## config.mk

```make
export PLATFORM = sky130hd
export DESIGN_NAME = snitch_icache_lookup_refiller_flat
export DESIGN_NICKNAME = d
export VERILOG_FILES = /design/src/rtl/snitch_icache_pkg.sv /design/src/rtl/snitch_icache_lookup_refiller_if.sv /design/src/rtl/snitch_icache_lookup_refiller.sv /design/src/flat_wrapper.sv
export SDC_FILE = /design/constraint.sdc
export NUM_CORES = 1
export LEC_CHECK = 0
export CAP_MARGIN = 0
export CORE_AREA = 4 4 146 148
export DETAILED_ROUTE_END_ITERATION = 10
export DIE_AREA = 0 0 150 152
export HOLD_SLACK_MARGIN = 0.12
export PLACE_DENSITY = 0.66
export SYNTH_ARGS = -nofsm -noshare
export SYNTH_HDL_FRONTEND = slang
export SYNTH_SLANG_ARGS = --single-unit
```

## constraint.sdc

```tcl
create_clock -name clk_i -period 1.3 [get_ports clk_i]
set_clock_uncertainty 0.15 [all_clocks]
set_input_delay 0.26 -clock clk_i [delete_from_list [all_inputs] [get_ports clk_i]]
set_output_delay 0.26 -clock clk_i [all_outputs]
set_load 0.005 [all_outputs]
```

## src/rtl/snitch_icache_pkg.sv

```systemverilog
`default_nettype none
// ============================================================================
// snitch_icache_pkg: shared instruction-cache configuration record.
// Rev 1.0
// ============================================================================
package snitch_icache_pkg;

  typedef struct packed {
    logic [31:0] FETCH_AW;
    logic [31:0] ID_WIDTH;
    logic [31:0] LINE_WIDTH;
    logic [31:0] LINE_ALIGN;
    logic [31:0] COUNT_ALIGN;
    logic [31:0] SET_ALIGN;
    logic [31:0] WAY_COUNT;
    logic [31:0] TAG_WIDTH;
  } config_t;

  // 32-bit fetch address, 64-bit lines, 16 lines per way, 4 ways.
  localparam config_t DEFAULT_CFG = '{
    FETCH_AW:    32'd32,
    ID_WIDTH:    32'd4,
    LINE_WIDTH:  32'd64,
    LINE_ALIGN:  32'd3,
    COUNT_ALIGN: 32'd4,
    SET_ALIGN:   32'd2,
    WAY_COUNT:   32'd4,
    TAG_WIDTH:   32'd25
  };

endpackage
`default_nettype wire

```

## src/rtl/snitch_icache_lookup_refiller_if.sv

```systemverilog
`default_nettype none
// ============================================================================
// snitch_icache_lookup_refiller_if: lookup, response, refill and write buses.
// Rev 1.0
// ============================================================================
interface snitch_icache_lookup_refiller_if #(
  parameter snitch_icache_pkg::config_t CFG = snitch_icache_pkg::DEFAULT_CFG
);
  logic [CFG.FETCH_AW-1:0]   lookup_addr_i;
  logic [CFG.ID_WIDTH-1:0]   lookup_id_i;
  logic [CFG.SET_ALIGN-1:0]  lookup_set_i;
  logic                      lookup_hit_i;
  logic [CFG.LINE_WIDTH-1:0] lookup_data_i;
  logic                      lookup_error_i;
  logic                      lookup_valid_i;
  logic                      lookup_ready_o;

  logic [CFG.LINE_WIDTH-1:0] rsp_data_o;
  logic                      rsp_error_o;
  logic [CFG.ID_WIDTH-1:0]   rsp_id_o;
  logic                      rsp_valid_o;
  logic                      rsp_ready_i;

  logic [CFG.FETCH_AW-1:0]   refill_addr_o;
  logic                      refill_valid_o;
  logic                      refill_ready_i;

  logic [CFG.LINE_WIDTH-1:0] refill_data_i;
  logic                      refill_error_i;
  logic                      refill_valid_i;
  logic                      refill_ready_o;

  logic [CFG.COUNT_ALIGN-1:0] write_addr_o;
  logic [CFG.SET_ALIGN-1:0]   write_set_o;
  logic [CFG.LINE_WIDTH-1:0]  write_data_o;
  logic [CFG.TAG_WIDTH-1:0]   write_tag_o;
  logic                       write_error_o;
  logic                       write_valid_o;
  logic                       write_ready_i;

  modport master (
    input  lookup_addr_i, lookup_id_i, lookup_set_i, lookup_hit_i,
    input  lookup_data_i, lookup_error_i, lookup_valid_i,
    output lookup_ready_o,
    output rsp_data_o, rsp_error_o, rsp_id_o, rsp_valid_o,
    input  rsp_ready_i,
    output refill_addr_o, refill_valid_o,
    input  refill_ready_i,
    input  refill_data_i, refill_error_i, refill_valid_i,
    output refill_ready_o,
    output write_addr_o, write_set_o, write_data_o, write_tag_o,
    output write_error_o, write_valid_o,
    input  write_ready_i
  );

  modport slave (
    output lookup_addr_i, lookup_id_i, lookup_set_i, lookup_hit_i,
    output lookup_data_i, lookup_error_i, lookup_valid_i,
    input  lookup_ready_o,
    input  rsp_data_o, rsp_error_o, rsp_id_o, rsp_valid_o,
    output rsp_ready_i,
    input  refill_addr_o, refill_valid_o,
    output refill_ready_i,
    output refill_data_i, refill_error_i, refill_valid_i,
    input  refill_ready_o,
    input  write_addr_o, write_set_o, write_data_o, write_tag_o,
    input  write_error_o, write_valid_o,
    output write_ready_i
  );

endinterface
`default_nettype wire

```

## src/rtl/snitch_icache_lookup_refiller.sv

```systemverilog
`default_nettype none
// ============================================================================
// snitch_icache_lookup_refiller: forwards L1 hits, refills one miss at a time.
// Rev 1.0
// ============================================================================
module snitch_icache_lookup_refiller
  import snitch_icache_pkg::*;
#(
  parameter config_t CFG = DEFAULT_CFG
) (
  input  logic clk_i,
  input  logic rst_i,
  input  logic flush_i,
  snitch_icache_lookup_refiller_if.master bus
);

  localparam int unsigned FETCH_AW    = CFG.FETCH_AW;
  localparam int unsigned ID_WIDTH    = CFG.ID_WIDTH;
  localparam int unsigned LINE_WIDTH  = CFG.LINE_WIDTH;
  localparam int unsigned LINE_ALIGN  = CFG.LINE_ALIGN;
  localparam int unsigned COUNT_ALIGN = CFG.COUNT_ALIGN;
  localparam int unsigned SET_ALIGN   = CFG.SET_ALIGN;
  localparam int unsigned WAY_COUNT   = CFG.WAY_COUNT;
  localparam int unsigned LINE_AW     = FETCH_AW - LINE_ALIGN;

  typedef enum logic [2:0] {
    IDLE  = 3'd0,
    REQ   = 3'd1,
    WAIT  = 3'd2,
    WRITE = 3'd3,
    RESP  = 3'd4
  } state_e;

  state_e                  state_q;
  logic [LINE_AW-1:0]      line_q;
  logic [ID_WIDTH-1:0]     id_q;
  logic [LINE_WIDTH-1:0]   data_q;
  logic                    error_q;
  logic [SET_ALIGN-1:0]    victim_q;
  logic                    refill_valid_q;
  logic                    refill_ready_q;
  logic                    write_valid_q;
  logic                    rsp_valid_q;
  logic                    write_hs;

  assign write_hs = write_valid_q & bus.write_ready_i;

  // Only the line address of a miss is kept; the byte offset never matters.
  always_ff @(posedge clk_i) begin
    if (rst_i) begin
      state_q        <= IDLE;
      line_q         <= '0;
      id_q           <= '0;
      data_q         <= '0;
      error_q        <= 1'b0;
      refill_valid_q <= 1'b0;
      refill_ready_q <= 1'b0;
      write_valid_q  <= 1'b0;
      rsp_valid_q    <= 1'b0;
    end else begin
      unique case (state_q)
        IDLE: begin
          if (bus.lookup_valid_i && !bus.lookup_hit_i) begin
            line_q         <= bus.lookup_addr_i[FETCH_AW-1:LINE_ALIGN];
            id_q           <= bus.lookup_id_i;
            refill_valid_q <= 1'b1;
            state_q        <= REQ;
          end
        end
        REQ: begin
          if (bus.refill_ready_i) begin
            refill_valid_q <= 1'b0;
            refill_ready_q <= 1'b1;
            state_q        <= WAIT;
          end
        end
        WAIT: begin
          if (bus.refill_valid_i) begin
            data_q         <= bus.refill_data_i;
            error_q        <= bus.refill_error_i;
            refill_ready_q <= 1'b0;
            write_valid_q  <= 1'b1;
            state_q        <= WRITE;
          end
        end
        WRITE: begin
          if (bus.write_ready_i) begin
            write_valid_q <= 1'b0;
            rsp_valid_q   <= 1'b1;
            state_q       <= RESP;
          end
        end
        RESP: begin
          if (bus.rsp_ready_i) begin
            rsp_valid_q <= 1'b0;
            state_q     <= IDLE;
          end
        end
        default: state_q <= IDLE;
      endcase
    end
  end

  if (WAY_COUNT > 1) begin : g_round_robin
    localparam logic [SET_ALIGN-1:0] LAST_WAY = SET_ALIGN'(WAY_COUNT - 1);

    // Flush wins over a simultaneous write-handshake increment.
    always_ff @(posedge clk_i) begin
      if (rst_i || flush_i) begin
        victim_q <= '0;
      end else if (write_hs) begin
        victim_q <= (victim_q == LAST_WAY) ? '0 : victim_q + 1'b1;
      end
    end
  end else begin : g_single_way
    logic unused_flush;
    assign unused_flush = flush_i ^ write_hs;
    assign victim_q     = '0;
  end

  logic idle;
  assign idle = (state_q == IDLE);

  assign bus.lookup_ready_o = !rst_i && idle &&
                              (!bus.lookup_valid_i || !bus.lookup_hit_i || bus.rsp_ready_i);

  assign bus.rsp_valid_o = !rst_i &&
                           (rsp_valid_q || (idle && bus.lookup_valid_i && bus.lookup_hit_i));
  assign bus.rsp_data_o  = rsp_valid_q ? data_q  : bus.lookup_data_i;
  assign bus.rsp_error_o = rsp_valid_q ? error_q : bus.lookup_error_i;
  assign bus.rsp_id_o    = rsp_valid_q ? id_q    : bus.lookup_id_i;

  assign bus.refill_addr_o  = {line_q, {LINE_ALIGN{1'b0}}};
  assign bus.refill_valid_o = refill_valid_q;
  assign bus.refill_ready_o = refill_ready_q;

  assign bus.write_addr_o  = line_q[COUNT_ALIGN-1:0];
  assign bus.write_tag_o   = line_q[LINE_AW-1:COUNT_ALIGN];
  assign bus.write_set_o   = victim_q;
  assign bus.write_data_o  = data_q;
  assign bus.write_error_o = error_q;
  assign bus.write_valid_o = write_valid_q;

  logic unused_lookup;
  assign unused_lookup = ^{bus.lookup_addr_i[LINE_ALIGN-1:0], bus.lookup_set_i};

endmodule
`default_nettype wire
```

## src/flat_wrapper.sv

```systemverilog
// flat-port wrapper written by rule: the top's interface ports become plain ports
module snitch_icache_lookup_refiller_flat import snitch_icache_pkg::*;
#(
  parameter config_t CFG = DEFAULT_CFG
)
  (clk_i, rst_i, flush_i, bus_lookup_addr_i, bus_lookup_id_i, bus_lookup_set_i, bus_lookup_hit_i, bus_lookup_data_i, bus_lookup_error_i, bus_lookup_valid_i, bus_lookup_ready_o, bus_rsp_data_o, bus_rsp_error_o, bus_rsp_id_o, bus_rsp_valid_o, bus_rsp_ready_i, bus_refill_addr_o, bus_refill_valid_o, bus_refill_ready_i, bus_refill_data_i, bus_refill_error_i, bus_refill_valid_i, bus_refill_ready_o, bus_write_addr_o, bus_write_set_o, bus_write_data_o, bus_write_tag_o, bus_write_error_o, bus_write_valid_o, bus_write_ready_i);
  snitch_icache_lookup_refiller_if #(.CFG(CFG)) bus_i ();
  input  logic clk_i;
  input  logic rst_i;
  input  logic flush_i;
  input wire logic [$bits(bus_i.lookup_addr_i)-1:0] bus_lookup_addr_i;
  input wire logic [$bits(bus_i.lookup_id_i)-1:0] bus_lookup_id_i;
  input wire logic [$bits(bus_i.lookup_set_i)-1:0] bus_lookup_set_i;
  input wire logic [$bits(bus_i.lookup_hit_i)-1:0] bus_lookup_hit_i;
  input wire logic [$bits(bus_i.lookup_data_i)-1:0] bus_lookup_data_i;
  input wire logic [$bits(bus_i.lookup_error_i)-1:0] bus_lookup_error_i;
  input wire logic [$bits(bus_i.lookup_valid_i)-1:0] bus_lookup_valid_i;
  output wire logic [$bits(bus_i.lookup_ready_o)-1:0] bus_lookup_ready_o;
  output wire logic [$bits(bus_i.rsp_data_o)-1:0] bus_rsp_data_o;
  output wire logic [$bits(bus_i.rsp_error_o)-1:0] bus_rsp_error_o;
  output wire logic [$bits(bus_i.rsp_id_o)-1:0] bus_rsp_id_o;
  output wire logic [$bits(bus_i.rsp_valid_o)-1:0] bus_rsp_valid_o;
  input wire logic [$bits(bus_i.rsp_ready_i)-1:0] bus_rsp_ready_i;
  output wire logic [$bits(bus_i.refill_addr_o)-1:0] bus_refill_addr_o;
  output wire logic [$bits(bus_i.refill_valid_o)-1:0] bus_refill_valid_o;
  input wire logic [$bits(bus_i.refill_ready_i)-1:0] bus_refill_ready_i;
  input wire logic [$bits(bus_i.refill_data_i)-1:0] bus_refill_data_i;
  input wire logic [$bits(bus_i.refill_error_i)-1:0] bus_refill_error_i;
  input wire logic [$bits(bus_i.refill_valid_i)-1:0] bus_refill_valid_i;
  output wire logic [$bits(bus_i.refill_ready_o)-1:0] bus_refill_ready_o;
  output wire logic [$bits(bus_i.write_addr_o)-1:0] bus_write_addr_o;
  output wire logic [$bits(bus_i.write_set_o)-1:0] bus_write_set_o;
  output wire logic [$bits(bus_i.write_data_o)-1:0] bus_write_data_o;
  output wire logic [$bits(bus_i.write_tag_o)-1:0] bus_write_tag_o;
  output wire logic [$bits(bus_i.write_error_o)-1:0] bus_write_error_o;
  output wire logic [$bits(bus_i.write_valid_o)-1:0] bus_write_valid_o;
  input wire logic [$bits(bus_i.write_ready_i)-1:0] bus_write_ready_i;
  assign bus_i.lookup_addr_i = bus_lookup_addr_i;
  assign bus_i.lookup_id_i = bus_lookup_id_i;
  assign bus_i.lookup_set_i = bus_lookup_set_i;
  assign bus_i.lookup_hit_i = bus_lookup_hit_i;
  assign bus_i.lookup_data_i = bus_lookup_data_i;
  assign bus_i.lookup_error_i = bus_lookup_error_i;
  assign bus_i.lookup_valid_i = bus_lookup_valid_i;
  assign bus_lookup_ready_o = bus_i.lookup_ready_o;
  assign bus_rsp_data_o = bus_i.rsp_data_o;
  assign bus_rsp_error_o = bus_i.rsp_error_o;
  assign bus_rsp_id_o = bus_i.rsp_id_o;
  assign bus_rsp_valid_o = bus_i.rsp_valid_o;
  assign bus_i.rsp_ready_i = bus_rsp_ready_i;
  assign bus_refill_addr_o = bus_i.refill_addr_o;
  assign bus_refill_valid_o = bus_i.refill_valid_o;
  assign bus_i.refill_ready_i = bus_refill_ready_i;
  assign bus_i.refill_data_i = bus_refill_data_i;
  assign bus_i.refill_error_i = bus_refill_error_i;
  assign bus_i.refill_valid_i = bus_refill_valid_i;
  assign bus_refill_ready_o = bus_i.refill_ready_o;
  assign bus_write_addr_o = bus_i.write_addr_o;
  assign bus_write_set_o = bus_i.write_set_o;
  assign bus_write_data_o = bus_i.write_data_o;
  assign bus_write_tag_o = bus_i.write_tag_o;
  assign bus_write_error_o = bus_i.write_error_o;
  assign bus_write_valid_o = bus_i.write_valid_o;
  assign bus_i.write_ready_i = bus_write_ready_i;
  snitch_icache_lookup_refiller #(.CFG(CFG)) u_core (.clk_i(clk_i), .rst_i(rst_i), .flush_i(flush_i), .bus(bus_i));
endmodule
```

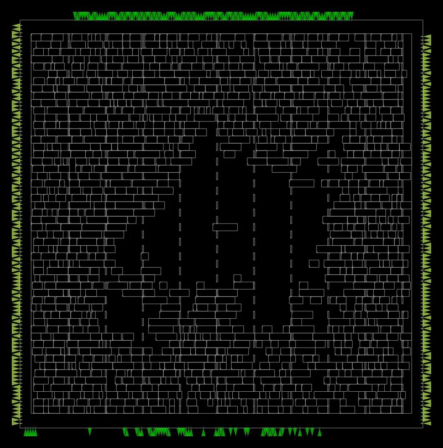
Figure 1: cell placement.
Seq area share: 18.3%
flip-flops: 107

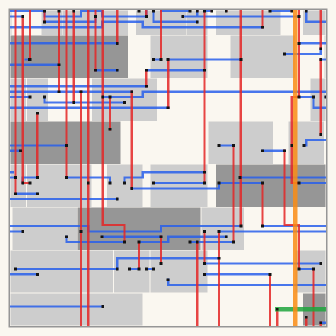
Figure 2: layout detail.
Window x 102 to 122, y 104 to 124 um. Cells in grey, sequential cells in the stronger grey; small squares are vias.
- red: metal 2
- blue: metal 1
- orange: metal 4
- green: metal 3
- cells with their middle in the window: 26
- netlist names of flops here include: u_core.bus.write_data_o (2), u_core.line_q (2)
- sequential cells in the window: 4
- most frequent: buf_6 (6), dfxtp_2 (4), nand2_1 (3)

==> run notes <==
flow finished, numbers: Sequential Area 0.00228 sq mm, Placer Congestion just over 0.8, P_seq roughly 0.0035 W, CP Capture Point bus_rsp_id_o[1], status finished, violations left, Top delay family on crit path buffers and inverters, DRC viols 0, Max VDD drop 0.000556 V, mux share 21.7%, crit path DAT 1.56 ns, Synth top cells by count nand2_1, dfxtp_1, mux2_2, total gr overflow 0, ys cells 587, Seq pwr share 39.5%, register share after synthesis between 40 and 50%, Hold Path Class input port to flip-flop, CTS root buf clkbuf_16, yosys xor share 0%, total global-route track usage 19.5%, CTS Buffer Depth 2, Post-synth EDFFs 0, clock power share approximately a third, failing checks negative setup slack, Yosys chip area around 0.0053 sq mm, PnR worst setup slack -0.674 ns, RSZ-0062 raised after global routing true, Synth flops 107, Core Area 0.0200 sq mm, CP Class flip-flop to output port, vias 6,163, leading area contributor after synthesis dfxtp_1, metal3 WL 2230 um, Rows between 50 and 60, pre-CTS setup slack -0.599 ns, reg-to-reg endpoint u_core.bus.write_data_o[32], dpl hpwl 16,300 um, initial DRC count between 200 and 250, Critical Path End Type output port, drt total wl approximately 27,000 um, Antenna Nets Post-Route 0, top layer in use met4, Top cell excl fill/tap buf_6, CP max FO 5, Final period util 152%, # setup viols final 235, Switching Fraction 26.0%, crit-path most repeated cell buf_6, met2 global-route usage a little over a third, CTS Buf Count 9, max-slew violations 0, FILL cells ~1,600, design area 0.0125 sq mm, Nets 1,263, Worst setup SP type flip-flop, Worst-path clk slew 0.08 ns, most numerous logic cells after layout buf_6, clkdlybuf4s50_1, dfxtp_2, mux2_4, nand2b_1, CP cell instances buf_6 > buf_6 > buf_6 > mux2_4 > buf_6, die span in y 152 um, Log Warnings 34, H-tree depth 3, comb. cell area 0.00364 sq mm, gr busiest metal met2, Worst-Skew Late Latency 0.34 ns, crit path buf inv count 4, WL met1 9830 um, vias per std cell 4.53, met1 global-route usage 21.7%
==> worst min-delay path by stage <==
stage	cells past startpoint	start	to
floorplan	1	flush_i	u_core.bus.write_set_o[0]
global placement	2	u_core.id_q[2]	u_core.id_q[2]
detailed placement	2	u_core.bus.write_data_o[13]	u_core.bus.write_data_o[13]
CTS	4	rst_i	u_core.line_q[24]
global route	4	rst_i	u_core.line_q[24]
finish	4	rst_i	u_core.line_q[24]
==> through the flow <==
stage / power (W) / util (%) / setup TNS [ns] / cells / hold WS [ns]
global route: 0.00922 / 62.4 / -84.32 / 1360 / 0.244
detailed placement: 0.00544 / 48.8 / -83.57 / 1231 / 0.315
floorplan: 0.00424 / - / -8.98 / 589 / 0.189
finish: 0.00887 / 62.4 / -74.22 / 1360 / 0.224
CTS: 0.00870 / 56.0 / -85.16 / 1321 / 0.204
global placement: 0.00542 / 48.8 / -81.60 / 1231 / 0.310
==> repair_timing <==
| action | 4_1_cts | 5_1_grt |
|---|---|---|
| hold buffers | 1 | 0 |
| buffers inserted | 69 | 63 |
| endpoints found under the setup margin | 302 | 268 |
| resized | 953 | 363 |
| gates cloned | 6 | 20 |
| pin swaps | 2 | 107 |
| endpoints found under the hold margin | 1 | 0 |
==> logic make-up (layout without fill, tap and decap cells) <==
logic type      count (synthesis)  in the layout
simple gates                  217            217
fa+ha+maj                       1              1
compound gates                 77             77
mux                           106            106
other cells                     1              3
flops                         107            107
buf+inv                        78            579
==> area by class of cell <==
cell class,instances,share of cell area (%)
inverters,2,0.0600
well taps,270,2.70
clock buffers,11,2.02
repair buffers,561,47.4
flip-flops and latches,107,18.3
multi-input cells,404,29.1
clock inverters,5,0.540
Power figures rest on the tool's default switching activity, not on a simulated workload.
